Figure 1. Signal wires on met3.
Scale: 1.5 px per um. Cells faint in the background.
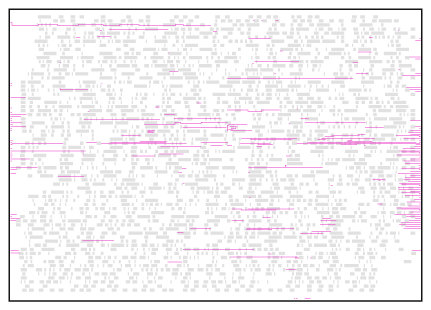
Figure 2. The metal 2 layer.
Scale: 1.5 px per um. Cells faint in the background.
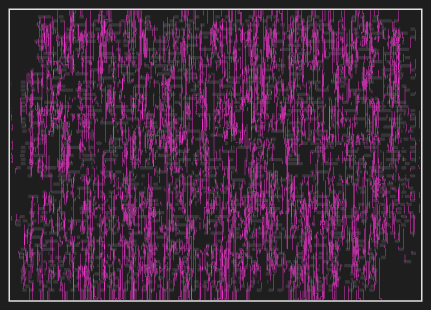
Figure 3. Pin map.
Scale: 1.5 px per um. Pins as bars across the die edge, other pins in grey.
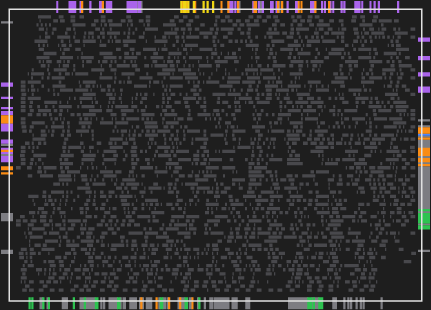
**config.mk**
```make
export PLATFORM = sky130hd
export DESIGN_NAME = stage_sequencer_mc
export DESIGN_NICKNAME = d
export VERILOG_FILES = /design/src/rtl/stage_sequencer_mc.sv
export SDC_FILE = /design/constraint.sdc
export NUM_CORES = 1
export LEC_CHECK = 0
export CELL_PAD_IN_SITES_DETAIL_PLACEMENT = 1
export CELL_PAD_IN_SITES_GLOBAL_PLACEMENT = 2
export CORE_ASPECT_RATIO = 0.7
export CORE_MARGIN = 3
export CORE_UTILIZATION = 35
export DETAILED_ROUTE_END_ITERATION = 16
export PLACE_DENSITY_LB_ADDON = 0.1
export REMOVE_ABC_BUFFERS = 1
export SLEW_MARGIN = 10
export SYNTH_ARGS = -nofsm -noshare
export SYNTH_HDL_FRONTEND = slang
export SYNTH_SLANG_ARGS = --single-unit
```
**constraint.sdc**
```tcl
create_clock -name clk -period 5.47 [get_ports clk]
set_clock_uncertainty 0.15 [all_clocks]
set_input_delay 0.547 -clock clk [delete_from_list [all_inputs] [get_ports clk]]
set_output_delay 0.547 -clock clk [all_outputs]
set_load 0.005 [all_outputs]
```
**src/rtl/stage_sequencer_mc.sv**
```systemverilog
// stage_sequencer_mc
// Multi-channel stage sequencer. It walks the stages held in the stage ROM and
// keeps game time from a centi-second tick. For each of NUM_CHANNELS object
// channels it schedules spawn pulses, using a next-time handshake with that
// channel's object ROM reader.
//
// Optional feature macro: STAGE_SEQ_LOOP_EN
//   defined   : the end of the game loops back to stage 0 (game_done pulses)
//   undefined : the end of the game parks in DONE (game_done held high)
//
// Ports
//   clk            : the only clock
//   reset          : asynchronous reset, active low
//   tick_centi     : 100 Hz single-cycle time enable
//   is_player_dead : level input; aborts the run
//   rom_req        : stage ROM fetch request for current_stage
//   rom_valid      : stage ROM data valid
//   rom_amount     : per-channel object count, channel k at [k*COUNT_W +: COUNT_W]
//   rom_wait_time  : pre-stage wait, multiplied by TIME_SCALE
//   rom_is_end     : the addressed stage does not exist
//   next_time      : per-channel next spawn time, channel k at [k*TIME_W +: TIME_W]
//   time_valid     : per-channel pulse meaning next_time[k] was updated
//   spawn          : per-channel fire pulse; also requests the next time
//   obj_index      : per-channel running object index
//   current_stage  : current stage index
//   current_time   : game time in centi-seconds (saturating)
//   state          : IDLE=0 FETCH=1 WAIT=2 ARM=3 RUN=4 DONE=5
//   reset_stage    : one-cycle pulse on abort or loop
//   game_done      : end-of-game indication
module stage_sequencer_mc #(
  parameter int unsigned NUM_CHANNELS = 4,
  parameter int unsigned STAGE_W      = 8,
  parameter int unsigned TIME_W       = 30,
  parameter int unsigned INDEX_W      = 20,
  parameter int unsigned COUNT_W      = 10,
  parameter int unsigned LAST_STAGE   = 2,
  parameter int unsigned TIME_SCALE   = 10
) (
  input  logic                            clk,
  input  logic                            reset,
  input  logic                            tick_centi,
  input  logic                            is_player_dead,
  output logic                            rom_req,
  input  logic                            rom_valid,
  input  logic [NUM_CHANNELS*COUNT_W-1:0] rom_amount,
  input  logic [7:0]                      rom_wait_time,
  input  logic                            rom_is_end,
  input  logic [NUM_CHANNELS*TIME_W-1:0]  next_time,
  input  logic [NUM_CHANNELS-1:0]         time_valid,
  output logic [NUM_CHANNELS-1:0]         spawn,
  output logic [NUM_CHANNELS*INDEX_W-1:0] obj_index,
  output logic [STAGE_W-1:0]              current_stage,
  output logic [TIME_W-1:0]               current_time,
  output logic [2:0]                      state,
  output logic                            reset_stage,
  output logic                            game_done
);

`ifdef STAGE_SEQ_LOOP_EN
  localparam bit LOOP_EN = 1'b1;
`else
  localparam bit LOOP_EN = 1'b0;
`endif

  localparam int unsigned EXT_W = TIME_W + 4;

  typedef enum logic [2:0] {
    ST_IDLE  = 3'd0,
    ST_FETCH = 3'd1,
    ST_WAIT  = 3'd2,
    ST_ARM   = 3'd3,
    ST_RUN   = 3'd4,
    ST_DONE  = 3'd5
  } state_t;

  state_t state_q, state_d;

  logic [STAGE_W-1:0]      stage_q;
  logic [TIME_W-1:0]       time_q;
  logic [TIME_W-1:0]       deadline_q;
  logic [COUNT_W-1:0]      amount_q [NUM_CHANNELS];
  logic [COUNT_W-1:0]      count_q  [NUM_CHANNELS];
  logic [INDEX_W-1:0]      idx_q    [NUM_CHANNELS];
  logic [NUM_CHANNELS-1:0] ready_q;
  logic [NUM_CHANNELS-1:0] spawn_q;
  logic                    rom_req_q;
  logic                    reset_stage_q;
  logic                    game_done_q;
  logic                    dead_q;

  logic [NUM_CHANNELS-1:0] fire;
  logic [NUM_CHANNELS-1:0] done;
  logic                    abort;
  logic                    latch;
  logic                    arm;
  logic                    step_stage;
  logic                    end_act;
  logic                    loop_clear;
  logic [EXT_W-1:0]        deadline_ext;
  logic [TIME_W-1:0]       deadline_sat;

  // Deadline is formed wide so a late fetch near the top of the time range
  // saturates instead of wrapping to an early deadline.
  assign deadline_ext = EXT_W'(time_q) + EXT_W'(rom_wait_time) * EXT_W'(TIME_SCALE);
  assign deadline_sat = (|deadline_ext[EXT_W-1:TIME_W]) ? '1 : deadline_ext[TIME_W-1:0];

  always_comb begin
    abort = is_player_dead &&
            ((state_q == ST_FETCH) || (state_q == ST_WAIT) ||
             (state_q == ST_ARM)   || (state_q == ST_RUN));
    fire = '0;
    done = '0;
    for (int unsigned k = 0; k < NUM_CHANNELS; k++) begin
      done[k] = (count_q[k] == amount_q[k]);
      fire[k] = (state_q == ST_RUN) && !abort && ready_q[k] &&
                (count_q[k] < amount_q[k]) &&
                (time_q >= next_time[k*TIME_W +: TIME_W]);
    end
  end

  always_comb begin
    state_d    = state_q;
    latch      = 1'b0;
    arm        = 1'b0;
    step_stage = 1'b0;
    end_act    = 1'b0;
    case (state_q)
      ST_IDLE:  state_d = ST_FETCH;
      ST_FETCH: begin
        if (abort) begin
          state_d = ST_FETCH;
        end else if (rom_valid) begin
          if (rom_is_end) begin
            end_act = 1'b1;
          end else begin
            latch   = 1'b1;
            state_d = ST_WAIT;
          end
        end
      end
      ST_WAIT: begin
        if (abort)                     state_d = ST_FETCH;
        else if (time_q >= deadline_q) state_d = ST_ARM;
      end
      ST_ARM: begin
        if (abort) begin
          state_d = ST_FETCH;
        end else begin
          arm     = 1'b1;
          state_d = ST_RUN;
        end
      end
      ST_RUN: begin
        if (abort) begin
          state_d = ST_FETCH;
        end else if (&done) begin
          if (stage_q == STAGE_W'(LAST_STAGE - 1)) begin
            end_act = 1'b1;
          end else begin
            step_stage = 1'b1;
            state_d    = ST_FETCH;
          end
        end
      end
      ST_DONE:  state_d = ST_DONE;
      default:  state_d = ST_IDLE;
    endcase
    if (end_act) state_d = LOOP_EN ? ST_FETCH : ST_DONE;
  end

  assign loop_clear = end_act && LOOP_EN;

  always_ff @(posedge clk or negedge reset) begin
    if (!reset) state_q <= ST_IDLE;
    else        state_q <= state_d;
  end

  always_ff @(posedge clk or negedge reset) begin
    if (!reset) begin
      stage_q       <= '0;
      time_q        <= '0;
      deadline_q    <= '0;
      ready_q       <= '0;
      spawn_q       <= '0;
      rom_req_q     <= 1'b0;
      reset_stage_q <= 1'b0;
      game_done_q   <= 1'b0;
      dead_q        <= 1'b0;
      for (int unsigned k = 0; k < NUM_CHANNELS; k++) begin
        amount_q[k] <= '0;
        count_q[k]  <= '0;
        idx_q[k]    <= '0;
      end
    end else begin
      if (tick_centi && (time_q != '1)) time_q <= time_q + TIME_W'(1);

      dead_q <= is_player_dead;
      // Request rises on the second FETCH cycle and drops once data is taken
      // or while the player is dead.
      rom_req_q     <= (state_q == ST_FETCH) && (state_d == ST_FETCH) && !is_player_dead;
      // A held dead level produces a single reset_stage pulse.
      reset_stage_q <= (abort && !dead_q) || loop_clear;
      game_done_q   <= LOOP_EN ? end_act : (state_d == ST_DONE);

      if (latch) deadline_q <= deadline_sat;

      if (abort || loop_clear) stage_q <= '0;
      else if (step_stage)     stage_q <= stage_q + STAGE_W'(1);

      for (int unsigned k = 0; k < NUM_CHANNELS; k++) begin
        spawn_q[k] <= 1'b0;
        if (latch) amount_q[k] <= rom_amount[k*COUNT_W +: COUNT_W];
        if (abort || loop_clear) begin
          count_q[k] <= '0;
          ready_q[k] <= 1'b0;
          idx_q[k]   <= '0;
        end else if (arm) begin
          count_q[k] <= '0;
          ready_q[k] <= 1'b0;
          spawn_q[k] <= (amount_q[k] != '0);
        end else if (fire[k]) begin
          spawn_q[k] <= 1'b1;
          idx_q[k]   <= idx_q[k] + INDEX_W'(1);
          count_q[k] <= count_q[k] + COUNT_W'(1);
          ready_q[k] <= 1'b0;
        end else if ((state_q == ST_RUN) && time_valid[k] && !ready_q[k]) begin
          ready_q[k] <= 1'b1;
        end
      end
    end
  end

  assign rom_req       = rom_req_q;
  assign spawn         = spawn_q;
  assign current_stage = stage_q;
  assign current_time  = time_q;
  assign state         = state_q;
  assign reset_stage   = reset_stage_q;
  assign game_done     = game_done_q;

  always_comb begin
    obj_index = '0;
    for (int unsigned k = 0; k < NUM_CHANNELS; k++)
      obj_index[k*INDEX_W +: INDEX_W] = idx_q[k];
  end

endmodule

```
==> impl_metrics.env <==
# physical design summary
export IMPL_outcome="completed"
export IMPL_layout_drive_gt1_share_pct=4.87
export IMPL_row_count=68
export IMPL_synth_warnings=0
export IMPL_wl_mm=61.1
export IMPL_maxSlewViolCount=0
export IMPL_hp_start="dead_q"
export IMPL_dr_first_iter_drc_count=1004
export IMPL_ir_drop_v=0.000217
export IMPL_clock_latency_ps=560
export IMPL_drv_cap=0
export IMPL_startpoint="rom_wait_time[2]"
export IMPL_cts_root_buf="clkbuf_16"
export IMPL_critPathCaptureType="flop"
export IMPL_fin_util_pct=45.2
export IMPL_fmax_mhz=231
export IMPL_nFillCells=5755
export IMPL_fp_dieW_um=274
export IMPL_arrival_ps=4560
export IMPL_antenna_found_initial=2
export IMPL_min_period_ps=4330
export IMPL_gp_congestion=0.818
export IMPL_syn_avg_cell_area_um2=8.83
export IMPL_clkTransAtPathRegs_ps=60
export IMPL_ys_flop_type="dfrtp_1"
export IMPL_dieArea_um2=53000
export IMPL_grt_max_degree=113
export IMPL_dr_pass1_iters=5
export IMPL_holdWs_ps=263
export IMPL_ys_flops=243
export IMPL_tightest_slew_ps=1140
export IMPL_cts_max_level=1
export IMPL_p_total_mw=6.35
export IMPL_setup_viol=0
export IMPL_initCoreUtil_pct=35.5
export IMPL_async_reset_ff_share_pct=100
export IMPL_cts_buffers=28
export IMPL_rr_startpoint="current_time[23]"
export IMPL_clkSinkCount=243
export IMPL_port_buffers=305
export IMPL_wl_per_cell_um=20.6
export IMPL_path_class="input port to flop"
export IMPL_syn_cell_area_um2=17600
export IMPL_antenna_left=0
export IMPL_hold_path_class="flop to flop"
export IMPL_design_area_um2=22400
export IMPL_grt_pass1_vias=16900
export IMPL_die_y_um=194
-- Figure 1 (at the start) --
nets with wire on the layer: 157
longest straight run: 84.0 um
main direction: horizontal

-- Figure 2 (at the start) --
main direction: vertical
wire length on this layer: 26.8 mm
longest straight run: 73.1 um
share of all routed wire: 44%
nets with wire on the layer: 2331

-- Figure 3 (at the start) --
legend:
  yellow:
    port: current_stage
    pins: 8
    direction: output
    edge: top
  purple:
    port: obj_index
    pins: 80
    direction: output
    edge: 54 top, 17 left, 9 right
  green:
    port: current_time
    pins: 30
    direction: output
    edge: 22 bottom, 8 right
  orange:
    port: rom_amount
    pins: 40
    direction: input
    edge: 16 top, 11 right, 8 left, 5 bottom
  blue:
    port: is_player_dead
    pins: 1
    direction: input
    edge: right
all pins by edge: 126 bottom, 84 top, 62 right, 34 left

==> cell usage after synthesis (24+ instances only) <==
cell type,number,area (um^2)
xnor2_1,53,464
nor2_1,52,195
dfrtp_1,243,6080
nand2b_1,50,313
o31ai_1,31,233
mux2i_1,40,400
and3_1,36,225
a21o_1,33,248
nand2_1,209,785
nand4_1,69,432
nand3_1,80,400
clkbuf_1,55,206
or4_1,24,180
ha_1,224,2800
inv_1,220,826
a21oi_1,124,621
o21ai_0,118,591
==> registers in the layout (all words and copies together), names as in the netlist <==
register and cells:
game_done 1, amount_q 40, count_q 40, ready_q 4
reset_stage 1, obj_index 80, dead_q 1, state 3
spawn 4, current_stage 8, rom_req 1, current_time 30
deadline_q 30
==> final cells by class <==
class	instances	area [um^2]	share of cell area [%]
Timing Repair Buffer	339	3330	14.9
Clock buffer	41	831	3.72
Sequential cell	243	6080	27.2
Clock inverter	8	90.1	0.403
Antenna cell	1	2.50	0.0112
Multi-Input combinational cell	1450	10400	46.4
Inverter	220	826	3.69
Tap cell	665	832	3.72
==> through the flow <==
stage,std cells,worst slack [ps]
finish,2967,1140
global route,2967,828
CTS,2966,1210
detailed placement,2916,612
global placement,2916,783
floorplan,1913,1180
==> path summary, 6_finish.rpt <==
path / end / cells after the start
min in group asynchronous: current_time[20] / 2
hold reg to reg: reset_stage / 1
max in group asynchronous: deadline_q[6] / 3
setup reg to reg: obj_index[17] / 8
setup / recovery: deadline_q[27] / 13
hold / removal: reset_stage / 1
==> kinds of logic after synthesis <==
logic type	after synthesis	synth area share (%)
XOR/XNOR	69	3.44
buffers and inverters	300	6.63
AND-OR/OR-AND	476	18.0
multiplexers	40	2.28
adder cells (fa/ha/maj)	226	16.2
flip-flops	243	34.6
AND/OR/NAND/NOR	639	19.0
==> worst max-delay path, cell delays in order <==
cell and delay, ps:
clkdlybuf4s50_1 450, ha_1 330, ha_1 300, a21o_1 180
a21oi_1 260, xnor2_1 160, ha_1 280, a211o_1 340
o211a_1 280, o211ai_2 250, a211oi_2 210, nor2_1 800
a22oi_1 160
==> metal layers <==
metal  GRT usage, %  wire [um]  vias up
li1               -          -     7764
met1           33.8      31000     8029
met2           35.5      26800      268
met3           3.09       2410       66
met4           3.73        927        2
met5              0         15        -
==> layout by cell type, fill, tap and decap left out, drive strengths merged, types with 40 or more instances in the layout <==
cell,instances
clkbuf,41
nand2,209
nand3,80
dfrtp,243
a21oi,125
o21ai,127
nor2,53
nand2b,50
xnor2,53
nand4,69
inv,220
clkdlybuf4s50,304
mux2i,40
ha,224
==> power by group <==
| part | switching, mW | internal (mW) | leakage, nW |
|---|---|---|---|
| clock | 0.800 | 1.14 | 0.459 |
| combinational | 1.31 | 0.831 | 6.68 |
| sequential | 0.179 | 2.10 | 3.24 |
No activity file was given, so power comes from the tool's default toggle rates.
